`config.mk`:
```
export PLATFORM = sky130hd
export DESIGN_NAME = cnt_sched_flat
export DESIGN_NICKNAME = d
export VERILOG_FILES = /design/src/rtl/cnt_sched_pkg.sv /design/src/rtl/cnt_sched_if.sv /design/src/rtl/cnt_sched_rr_pick.sv /design/src/rtl/cnt_sched.sv /design/src/flat_wrapper.sv
export SDC_FILE = /design/constraint.sdc
export NUM_CORES = 1
export LEC_CHECK = 0
export CORE_ASPECT_RATIO = 0.8
export CORE_MARGIN = 2
export CORE_UTILIZATION = 49
export CTS_CLUSTER_SIZE = 8
export DETAILED_ROUTE_END_ITERATION = 8
export HOLD_SLACK_MARGIN = 0.03
export PLACE_DENSITY_LB_ADDON = 0.3
export SLEW_MARGIN = 0
export SYNTH_ARGS = -nofsm -noshare
export SYNTH_HDL_FRONTEND = slang
export SYNTH_SLANG_ARGS = --single-unit
export TNS_END_PERCENT = 50
```
`constraint.sdc`:
```
create_clock -name clk -period 3.1 [get_ports clk]
set_input_delay 0.93 -clock clk [delete_from_list [all_inputs] [get_ports clk]]
set_output_delay 0.93 -clock clk [all_outputs]
set_load 0.01 [all_outputs]
```
`src/rtl/cnt_sched_pkg.sv`:
```
// Shared types for the round-robin counter scheduler: FSM encodings and a one-hot helper.
// Pure definitions, no latency or flow control of its own.
package cnt_sched_pkg;

    localparam int MAX_NREQ = 8;

    typedef enum logic [1:0] {
        ST_IDLE = 2'd0,
        ST_RUN  = 2'd1,
        ST_DONE = 2'd2
    } state_t;

    function automatic logic [MAX_NREQ-1:0] onehot(input logic [2:0] idx);
        onehot = MAX_NREQ'(1) << idx;
    endfunction

endpackage

```
`src/rtl/cnt_sched_if.sv`:
```
// Requester-side bundle of the counter scheduler: req/term/abort in, gnt/done/busy/q back.
// Level-held request, no credits; a requester keeps req high until its done pulse.
interface cnt_sched_if #(
    parameter int NREQ = 4,
    parameter int W    = 8
);
    logic [NREQ-1:0]   req;
    logic [NREQ*W-1:0] term;
    logic              abort;
    logic [NREQ-1:0]   gnt;
    logic [NREQ-1:0]   done;
    logic              busy;
    logic [W-1:0]      q;

    modport master (output req, term, abort, input gnt, done, busy, q);
    modport slave  (input req, term, abort, output gnt, done, busy, q);
endinterface

```
`src/rtl/cnt_sched_rr_pick.sv`:
```
// Combinational round-robin picker: first set req scanning upward from ptr+1, wrapping.
// Zero latency, no backpressure; valid low when no req is set.
module rr_pick #(
    parameter int NREQ = 4,
    parameter int IW   = $clog2(NREQ)
) (
    input  logic [NREQ-1:0] req,
    input  logic [IW-1:0]   ptr,
    output logic            valid,
    output logic [IW-1:0]   idx
);

    logic [IW-1:0] cand;

    always_comb begin
        valid = 1'b0;
        idx   = '0;
        cand  = '0;
        for (int k = 1; k <= NREQ; k++) begin
            cand = IW'((int'(ptr) + k) % NREQ);
            if (!valid && req[cand]) begin
                valid = 1'b1;
                idx   = cand;
            end
        end
    end

endmodule

```
`src/rtl/cnt_sched.sv`:
```
// Shares one W-bit up-counter among NREQ requesters in round-robin order, 0..term then a done pulse.
// Grant one cycle after req in IDLE, RUN lasts term+1 cycles; waiting requesters simply hold req.
module cnt_sched
    import cnt_sched_pkg::*;
#(
    parameter int NREQ = 4,
    parameter int W    = 8
) (
    input  logic         clk,
    input  logic         rst_n,
    cnt_sched_if.slave   bus
);

    localparam int IW = $clog2(NREQ);

    state_t        state_q, state_d;
    logic [W-1:0]  q_q, q_d;
    logic [W-1:0]  tlat_q, tlat_d;
    logic [IW-1:0] ptr_q, ptr_d;
    logic [IW-1:0] win_q, win_d;
    logic          pick_vld;
    logic [IW-1:0] pick_idx;

    rr_pick #(.NREQ(NREQ)) u_pick (
        .req   (bus.req),
        .ptr   (ptr_q),
        .valid (pick_vld),
        .idx   (pick_idx)
    );

    always_ff @(posedge clk) begin
        if (!rst_n) begin
            state_q <= ST_IDLE;
            q_q     <= '0;
            tlat_q  <= '0;
            ptr_q   <= IW'(NREQ - 1);
            win_q   <= '0;
        end else begin
            state_q <= state_d;
            q_q     <= q_d;
            tlat_q  <= tlat_d;
            ptr_q   <= ptr_d;
            win_q   <= win_d;
        end
    end

    always_comb begin
        state_d = state_q;
        q_d     = q_q;
        tlat_d  = tlat_q;
        ptr_d   = ptr_q;
        win_d   = win_q;
        case (state_q)
            ST_RUN: begin
                // A killed count still advances the pointer so the aborted requester loses its turn.
                if (bus.abort || !bus.req[win_q]) begin
                    state_d = ST_IDLE;
                    q_d     = '0;
                    ptr_d   = win_q;
                end else if (q_q == tlat_q) begin
                    state_d = ST_DONE;
                end else begin
                    q_d = q_q + 1'b1;
                end
            end
            ST_DONE: begin
                state_d = ST_IDLE;
                ptr_d   = win_q;
            end
            default: begin
                state_d = ST_IDLE;
                if (pick_vld) begin
                    state_d = ST_RUN;
                    win_d   = pick_idx;
                    tlat_d  = bus.term[int'(pick_idx) * W +: W];
                    q_d     = '0;
                end
            end
        endcase
    end

    assign bus.gnt  = (state_q == ST_RUN)  ? NREQ'(onehot(3'(win_q))) : '0;
    assign bus.done = (state_q == ST_DONE) ? NREQ'(onehot(3'(win_q))) : '0;
    assign bus.busy = (state_q == ST_RUN) || (state_q == ST_DONE);
    assign bus.q    = q_q;

endmodule
```
`src/flat_wrapper.sv`:
```
// flat-port wrapper written by rule: the top's interface ports become plain ports
module cnt_sched_flat import cnt_sched_pkg::*;
#(
    parameter int NREQ = 4,
    parameter int W    = 8
)
  (clk, rst_n, bus_req, bus_term, bus_abort, bus_gnt, bus_done, bus_busy, bus_q);
  cnt_sched_if #(.NREQ(NREQ), .W(W)) bus_i ();
  input  logic clk;
  input  logic rst_n;
  input wire logic [$bits(bus_i.req)-1:0] bus_req;
  input wire logic [$bits(bus_i.term)-1:0] bus_term;
  input wire logic [$bits(bus_i.abort)-1:0] bus_abort;
  output wire logic [$bits(bus_i.gnt)-1:0] bus_gnt;
  output wire logic [$bits(bus_i.done)-1:0] bus_done;
  output wire logic [$bits(bus_i.busy)-1:0] bus_busy;
  output wire logic [$bits(bus_i.q)-1:0] bus_q;
  assign bus_i.req = bus_req;
  assign bus_i.term = bus_term;
  assign bus_i.abort = bus_abort;
  assign bus_gnt = bus_i.gnt;
  assign bus_done = bus_i.done;
  assign bus_busy = bus_i.busy;
  assign bus_q = bus_i.q;
  cnt_sched #(.NREQ(NREQ), .W(W)) u_core (.clk(clk), .rst_n(rst_n), .bus(bus_i));
endmodule
```
The metal 3 layer:
Scale bar: 20 microns.
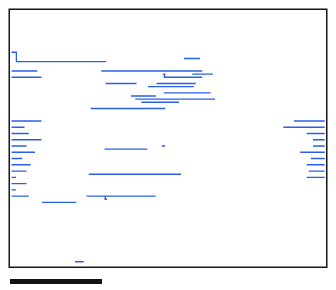
main direction: horizontal
wire length on this layer: 290 microns
longest straight run: 21.6 microns
share of all routed wire: 7.0%
nets with wire on the layer: 38

Placement view:
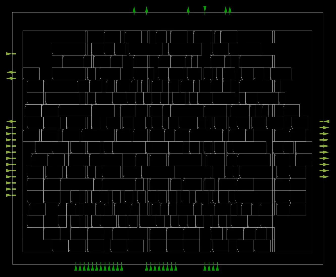
fin util: 0.723
core area: 0.00313 sq mm
flip-flop and latch count: 22
FP Rows: 18
non-filler instance count after layout: 292

Register map, names as in the netlist:
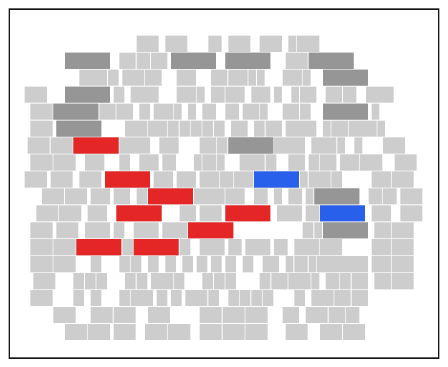
| netlist name | color | sequential cells |
|---|---|---|
| `u_core.win_q` | blue | 2 |
| `u_core.tlat_q` | red | 8 |
not colored: 12

Routed metal, one color a layer:
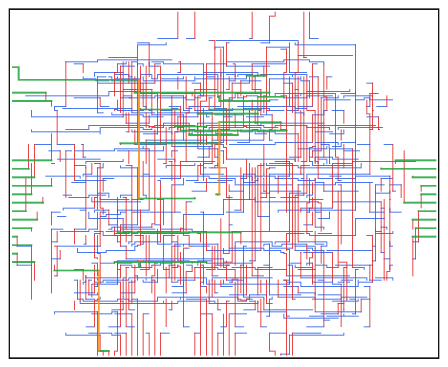
| layer | color | wire length |
|---|---|---|
| met4 | orange | 43.5 microns |
| met2 | red | 1850 microns |
| met3 | green | 290 microns |
| met1 | blue | 1950 microns |

==> deck_impl_summary.md <==
Flow Results at a Glance

Run status
  • Outcome: complete, no violations

Final layout
  • Logic inverters: 4
  • Final-layout non-clock buffer area share: 0.260
  • Comb/total area: 0.493
  • FILL cells: approximately 260
  • Clock buffer count: 4
  • Most frequent logic cell in the layout: clkdlybuf4s50_1

Global route
  • Met3 global-route usage: 0.0547
  • Global-route wire length before repair: around 7100 microns
  • Initial antenna violation count: 0
  • Global Route met1 Usage: 0.342

Synthesis
  • Synthesized netlist cell count: between 200 and 250
  • Adder Area Share: 0.0229
  • Yosys chip area: approximately 0.0016 sq mm
  • Mapped Area: between 0.0015 and 0.002 sq mm

Power
  • Leakage: roughly 0.9 nW
  • Comb power frac: 0.349
  • Cell Pwr Density: 373 mW/mm^2
  • Total Power: between 0.0008 and 0.0009 W
  • Internal power: roughly 0.00057 W
  • Highest-power group: registers

Worst setup path
  • Crit path capture: bus_gnt[0]
  • Crit-path cells: inv_1 > ha_1 > nor3b_1 > clkdlybuf4s50_1
  • CP top delay family: buffers and inverters
  • Critical path's slowest cell: clkdlybuf4s50_1

Detailed routing
  • WL final: around 4100 microns
  • Vias: around 1700
  • Met2 wire length: roughly 1900 microns
  • Via/cell ratio: approximately 6
  • ANT nets after route: 0

Min path
  • Hold Crit Depth: 2

Floorplan
  • Tapcells: roughly 40

Flow run
  • OpenROAD warning count: 27

Timing
  • Final setup margin: between 300 and 400 ps
  • Max Slew Vio Count: 0
  • Clock period minus worst slack: between 2000 and 3000 ps

Placement
  • Post-place instance area: about 0.0022 sq mm
Power figures rest on the tool's default switching activity, not on a simulated workload.
